[config.mk]
export PLATFORM = sky130hd
export DESIGN_NAME = fetch_redirect_controller
export DESIGN_NICKNAME = d
export VERILOG_FILES = /design/src/rtl/fetch_ctrl_pkg.sv /design/src/rtl/fetch_redirect_controller_opcode_classifier.sv /design/src/rtl/fetch_redirect_controller.sv
export SDC_FILE = /design/constraint.sdc
export NUM_CORES = 1
export LEC_CHECK = 0
export ABC_AREA = 1
export ABC_CLOCK_PERIOD_IN_PS = 2800
export CORE_MARGIN = 2
export CORE_UTILIZATION = 33
export CTS_CLUSTER_SIZE = 12
export DETAILED_ROUTE_END_ITERATION = 12
export PLACE_DENSITY = 0.95
export RECOVER_POWER = 50
export SLEW_MARGIN = 40
export SYNTH_ARGS = -nofsm -noshare
export SYNTH_HDL_FRONTEND = slang
export SYNTH_SLANG_ARGS = --single-unit
export TNS_END_PERCENT = 10
[constraint.sdc]
create_clock -name i_clk -period 2.8 [get_ports i_clk]
set_clock_uncertainty 0.1 [all_clocks]
set_input_delay 0.28 -clock i_clk [delete_from_list [all_inputs] [get_ports i_clk]]
set_output_delay 0.28 -clock i_clk [all_outputs]
set_load 0.05 [all_outputs]
[src/rtl/fetch_ctrl_pkg.sv]
// Shared constants for the fetch redirect controller: opcode values and state encoding.
package fetch_ctrl_pkg;

    localparam logic [4:0] OP_CALL = 5'b00101;
    localparam logic [4:0] OP_RET  = 5'b00010;
    localparam logic [4:0] OP_RTI  = 5'b00011;
    localparam logic [4:0] OP_JZ   = 5'b11000;
    localparam logic [4:0] OP_JN   = 5'b11001;
    localparam logic [4:0] OP_JC   = 5'b11010;
    localparam logic [4:0] OP_JMP  = 5'b11011;
    localparam logic [4:0] OP_LDM  = 5'b10010;

    localparam logic [1:0] ST_RUN          = 2'd0;
    localparam logic [1:0] ST_LDM_IMM      = 2'd1;
    localparam logic [1:0] ST_WAIT_RESOLVE = 2'd2;

endpackage

[src/rtl/fetch_redirect_controller_opcode_classifier.sv]
// Decodes a fetched opcode into "LDM prefix" and "control transfer" classes.
module opcode_classifier
    import fetch_ctrl_pkg::*;
(
    input  logic [4:0] i_opcode,
    output logic       o_is_ldm,
    output logic       o_is_transfer
);

    always_comb begin
        o_is_ldm      = (i_opcode == OP_LDM);
        o_is_transfer = 1'b0;
        case (i_opcode)
            OP_CALL, OP_RET, OP_RTI, OP_JZ, OP_JN, OP_JC, OP_JMP: o_is_transfer = 1'b1;
            default: o_is_transfer = 1'b0;
        endcase
    end

endmodule

[src/rtl/fetch_redirect_controller.sv]
// Control end of the fetch interface: stalls behind control transfers, tracks LDM
// immediates, injects pending external interrupts and counts stall cycles.
module fetch_redirect_controller
    import fetch_ctrl_pkg::*;
#(
    parameter int PC_WIDTH    = 32,
    parameter int INSTR_WIDTH = 16,
    parameter int CNT_WIDTH   = 16
) (
    input  logic                   i_clk,
    input  logic                   i_reset,
    input  logic [INSTR_WIDTH-1:0] i_instr,
    input  logic [PC_WIDTH-1:0]    i_pc_inc,
    input  logic                   i_interrupt,
    input  logic                   i_hazard_instruction,
    input  logic                   i_ext_interrupt,
    input  logic                   i_resolve_valid,
    input  logic                   i_resolve_taken,
    input  logic [PC_WIDTH-1:0]    i_resolve_target,
    input  logic                   i_mem_stall,
    output logic                   o_fetch_enable,
    output logic                   o_interrupt_signal,
    output logic [PC_WIDTH-1:0]    o_pc_new,
    output logic                   o_branch_decision,
    output logic                   o_ifid_enable,
    output logic                   o_ifid_flush,
    output logic                   o_ldm_imm,
    output logic [PC_WIDTH-1:0]    o_pc_fwd,
    output logic [CNT_WIDTH-1:0]   o_stall_cycles
);

    localparam logic [CNT_WIDTH-1:0] L_CNT_ONE = CNT_WIDTH'(1);

    logic [1:0]           r_state;
    logic                 r_int_pending;
    logic [CNT_WIDTH-1:0] r_stall_cnt;

    logic [1:0] w_state_next;
    logic       w_pending_next;
    logic       w_is_ldm;
    logic       w_is_transfer;
    logic       w_hazard_ldm;
    logic       w_hazard_wait;
    logic       w_fetch_enable;
    logic       w_ifid_enable;
    logic       w_ifid_flush;
    logic       w_interrupt;
    logic       w_branch;
    logic       w_ldm_imm;
    logic       w_unused_bits;

    // Only the opcode field and flags matter here; the echo and operand bits are passed by.
    assign w_unused_bits = ^{i_instr[INSTR_WIDTH-6:0], i_interrupt};

    opcode_classifier u_classifier (
        .i_opcode      (i_instr[INSTR_WIDTH-1 -: 5]),
        .o_is_ldm      (w_is_ldm),
        .o_is_transfer (w_is_transfer)
    );

    assign w_hazard_ldm  = i_hazard_instruction & w_is_ldm;
    assign w_hazard_wait = i_hazard_instruction & (w_is_transfer | ~w_is_ldm);

    always_comb begin
        w_state_next   = r_state;
        w_pending_next = r_int_pending | i_ext_interrupt;
        w_fetch_enable = 1'b0;
        w_ifid_enable  = 1'b0;
        w_ifid_flush   = 1'b0;
        w_interrupt    = 1'b0;
        w_branch       = 1'b0;
        w_ldm_imm      = 1'b0;
        if (i_reset) begin
            w_ifid_flush = 1'b1;
        end else if (!i_mem_stall) begin
            case (r_state)
                ST_RUN: begin
                    w_fetch_enable = 1'b1;
                    w_ifid_enable  = 1'b1;
                    if (w_hazard_ldm) begin
                        w_state_next = ST_LDM_IMM;
                    end else if (w_hazard_wait) begin
                        w_state_next = ST_WAIT_RESOLVE;
                    end else if (r_int_pending) begin
                        w_interrupt    = 1'b1;
                        w_pending_next = 1'b0;
                        w_state_next   = ST_WAIT_RESOLVE;
                    end
                end
                ST_LDM_IMM: begin
                    w_fetch_enable = 1'b1;
                    w_ifid_enable  = 1'b1;
                    w_ldm_imm      = 1'b1;
                    w_state_next   = ST_RUN;
                end
                ST_WAIT_RESOLVE: begin
                    w_ifid_enable = 1'b1;
                    w_ifid_flush  = 1'b1;
                    if (i_resolve_valid) begin
                        w_fetch_enable = 1'b1;
                        w_state_next   = ST_RUN;
                        // A not-taken resolve lets the held word proceed instead of flushing it.
                        if (i_resolve_taken) begin
                            w_branch = 1'b1;
                        end else begin
                            w_ifid_flush = 1'b0;
                        end
                    end
                end
                default: w_state_next = ST_RUN;
            endcase
        end
    end

    always_ff @(posedge i_clk or posedge i_reset) begin
        if (i_reset) begin
            r_state       <= ST_RUN;
            r_int_pending <= 1'b0;
            r_stall_cnt   <= '0;
        end else begin
            if (!w_fetch_enable && (r_stall_cnt != '1)) begin
                r_stall_cnt <= r_stall_cnt + L_CNT_ONE;
            end
            if (!i_mem_stall) begin
                r_state       <= w_state_next;
                r_int_pending <= w_pending_next;
            end
        end
    end

    assign o_fetch_enable     = w_fetch_enable;
    assign o_ifid_enable      = w_ifid_enable;
    assign o_ifid_flush       = w_ifid_flush;
    assign o_interrupt_signal = w_interrupt;
    assign o_branch_decision  = w_branch;
    assign o_ldm_imm          = w_ldm_imm;
    assign o_pc_new           = w_branch ? i_resolve_target : '0;
    assign o_pc_fwd           = i_reset ? '0 : i_pc_inc;
    assign o_stall_cycles     = r_stall_cnt;

endmodule
==> results.sh <==
# flow metrics
export IMPL_period_used_pct=85.2
export IMPL_synthTopCellsByCount="85 x nor2_1, 79 x inv_1, 78 x nand2_1"
export IMPL_min_to="o_stall_cycles[1]"
export IMPL_async_reset_ff_share_pct=100
export IMPL_r2r_end="o_stall_cycles[9]"
export IMPL_antennaDiodeCount=0
export IMPL_post_route_util_pct=69.5
export IMPL_setup_viol=0
export IMPL_pre_cts_ws_ps=661
export IMPL_r2r_start="o_stall_cycles[0]"
export IMPL_vias=2532
export IMPL_crit_type="in2out"
export IMPL_grt_antenna_before_repair=0
export IMPL_outcome="completed"
export IMPL_gp_congestion=0.904
export IMPL_overflow=0
export IMPL_nets=569
export IMPL_clk_pin_slew_worst_paths_ps=70
export IMPL_ys_flop_type="dfrtp_1"
export IMPL_p_int_w=0.000749
export IMPL_vias_per_cell=4.61
export IMPL_final_cells=549
export IMPL_drive_above_1_share_pct=11.3
export IMPL_worstMarginPinSlew_ps=1010
export IMPL_synth_warnings=0
export IMPL_post_dp_hpwl_um=7200
export IMPL_io_buffers=161
export IMPL_warning_count=38
export IMPL_hp_class="reg2reg"
export IMPL_clkPwrFrac_pct=13.4
export IMPL_postRouteAntennaNets=0
export IMPL_synth_area_sq_um=1810
export IMPL_power_density_nw_per_um2=409
export IMPL_finalPower_w=0.00148
export IMPL_seq_power_share_pct=28.1
export IMPL_finalHoldViolations=0
export IMPL_leakage_nw=1.78
export IMPL_crit_arrival_ps=2000
export IMPL_hold_buffers=0
export IMPL_cts_tree="built"
export IMPL_hold_depth=2
export IMPL_ios=174
export IMPL_fp_util_pct=34.7
export IMPL_core_area_sq_um=5200
export IMPL_rsz0062_at_grt="no"
export IMPL_crit_path_start="i_reset"
export IMPL_ys_flops=19
export IMPL_grt_use_total_pct=26.8
export IMPL_ff2ff_path_depth=7
export IMPL_grt_max_degree=35
export IMPL_ys_cells=320
export IMPL_final_max_slew_viol_count=0
export IMPL_ys_chip_area_sq_um=1810
export IMPL_cap_viol_max_count=0
export IMPL_cts_setup_buffers=0
export IMPL_min_period_ps=2380
export IMPL_clk_path_buf_depth=2
export IMPL_grt_pass1_vias=2649
export IMPL_fmax_ghz=0.419
export IMPL_drt_first_pass_iters=4
export IMPL_root_buffer="clkbuf_8"
export IMPL_synth_cell_types=23
export IMPL_syn_avg_cell_area_sq_um=5.65
export IMPL_endpoint="o_pc_fwd[4]"
export IMPL_crit_path_start_kind="input port"
export IMPL_fin_setup_tns_ps=0
export IMPL_p_switching_w=0.000730
export IMPL_finalWorstSetupSlack_ps=415
export IMPL_drcViolationCount=0
export IMPL_synth_top_area_share_pct=26.3
export IMPL_htree_levels=1
export IMPL_dieArea_sq_um=6090
export IMPL_synth_nets=409
export IMPL_cp_max_fo=34
export IMPL_largest_area_cell="dfrtp_1"
export IMPL_postRouteWirelength_um=8150
export IMPL_synthMostInstantiatedCell="nor2_1"
export IMPL_ir_worst_vdd_v=0.000385
export IMPL_clock_latency_ps=260
export IMPL_relSlewSlack_pct=32.5
export IMPL_combPwrFrac_pct=58.4
export IMPL_edf_count=0
export IMPL_die_y_um=78.0
export IMPL_grt_pass1_wl_um=12900
export IMPL_swShare_pct=49.4
export IMPL_crit_required_ps=2420
export IMPL_synth_seq_share_pct=26.3
## cell type report
class	count	area, sq um
inverter	82	308
clock inverter	1	5.00
clock buffer	3	41.3
multi-input combinational	210	911
sequential	19	475
timing repair buffer	164	1790
fill	388	1590
tap	70	87.6
## stage by stage
step                      area (sq um)  hold slack (ps)
final                             3620              447
after detailed placement          4180              440
after global routing              3620              490
after CTS                         4220              454
after global placement            4180              422
after floorplan                   1810              296
## cells by family after synthesis
logic type	share of synthesized area [%]
xor gates and xnor gates	3.39
buffers and inverters	19.9
and+or+nand+nor	44.5
AOI/OAI and AO/OA	5.19
DFF	26.3
adders and majority gates	0.692
## sequential cells by signal (all words and copies together), names as in the netlist
register,count
o_stall_cycles,16
r_state,2
r_int_pending,1
## power groups by stage
stage / logic (W) / registers, W / clock network [W]
2_1_floorplan: 0.000394 / 0.000550 / 0
3_3_place_gp: 0.000946 / 0.000415 / 0
3_5_place_dp: 0.000985 / 0.000421 / 0
4_1_cts: 0.000990 / 0.000416 / 0.000200
5_1_grt: 0.000917 / 0.000428 / 0.000208
6_report: 0.000864 / 0.000416 / 0.000199
## metal layers
metal	global-route usage [%]	part of all wire, %
met5	0	0
met4	8.77	3.2
met3	5.40	7.3
met2	54.7	58
met1	26.5	31
## cell usage in the layout, fill, tap and decap left out, drive strengths merged
cell and count:
buf 38, dlygate4sd3 3, nand2 83, nand4 6, nor3 1, a21oi 1
ha 1, xnor2 5, nor2 91, clkbuf 38, inv 82, o211ai 1
clkinv 1, o21ai 14, dfrtp 19, clkdlybuf4s50 88, nand3 5, xor2 2
## worst max-delay path, stage by stage
cell and delay, ps:
dlygate4sd3_1 560, clkbuf_2 390, nor2_1 230, clkbuf_1 540
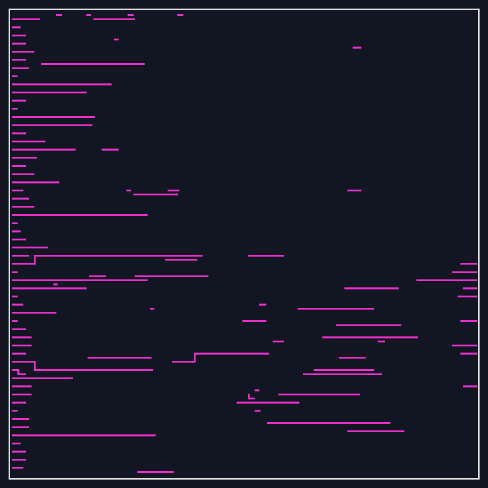
Figure 1: the metal 3 layer.
Drawn at 6 px/um.
wire length on this layer	592 um
nets with wire on the layer	89

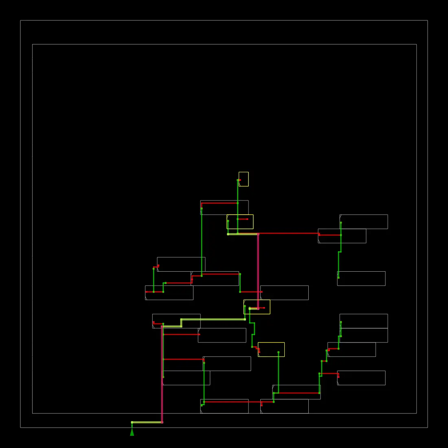
Figure 2: clock wiring as the flow saved it.
CTS buffer count: 3
clk pwr: 0.000199 W
flop count: 19
clkbuf count: 3
TritonCTS Sinks: 19

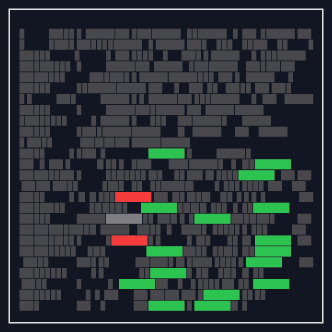
Figure 3: where the registers sit.
Drawn at 4 px/um. Other sequential cells in the stronger grey, the rest of the logic in the fainter grey.
name in the netlist	colour	flops
`o_stall_cycles`	green	16
`r_state`	red	2
not coloured	1

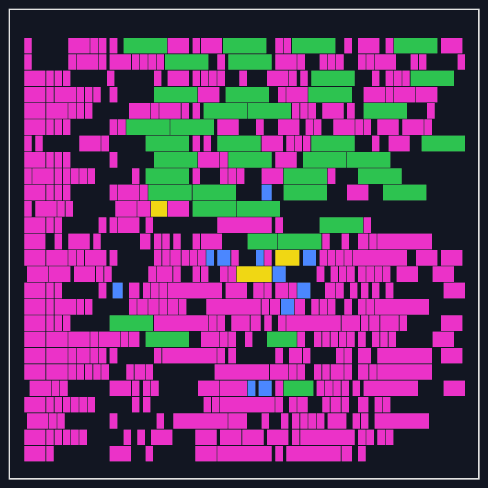
Figure 4: drive-strength map.
Drawn at 6 px/um.
size	colour	cells
_2 cells	blue	11
_0 and _1 cells	magenta	425
_3 and _4 cells	yellow	3
_6 and larger	green	40

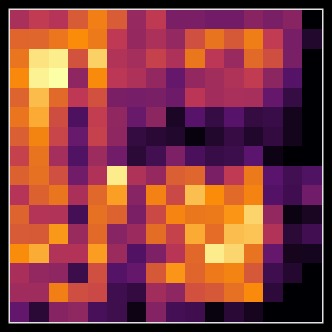
Figure 5: wire density map.
Drawn at 4 px/um. The die is cut into 16 by 16 equal tiles; black is low, pale yellow is high, scaled to the fullest tile. Values are wire area over tile area, all layers added.
mean over tiles	0.22
fullest tile	0.51
tiles over half the peak	40%
densest ninth of the die	north-west
emptiest ninth of the die	east

No activity file was given, so power comes from the tool's default toggle rates.
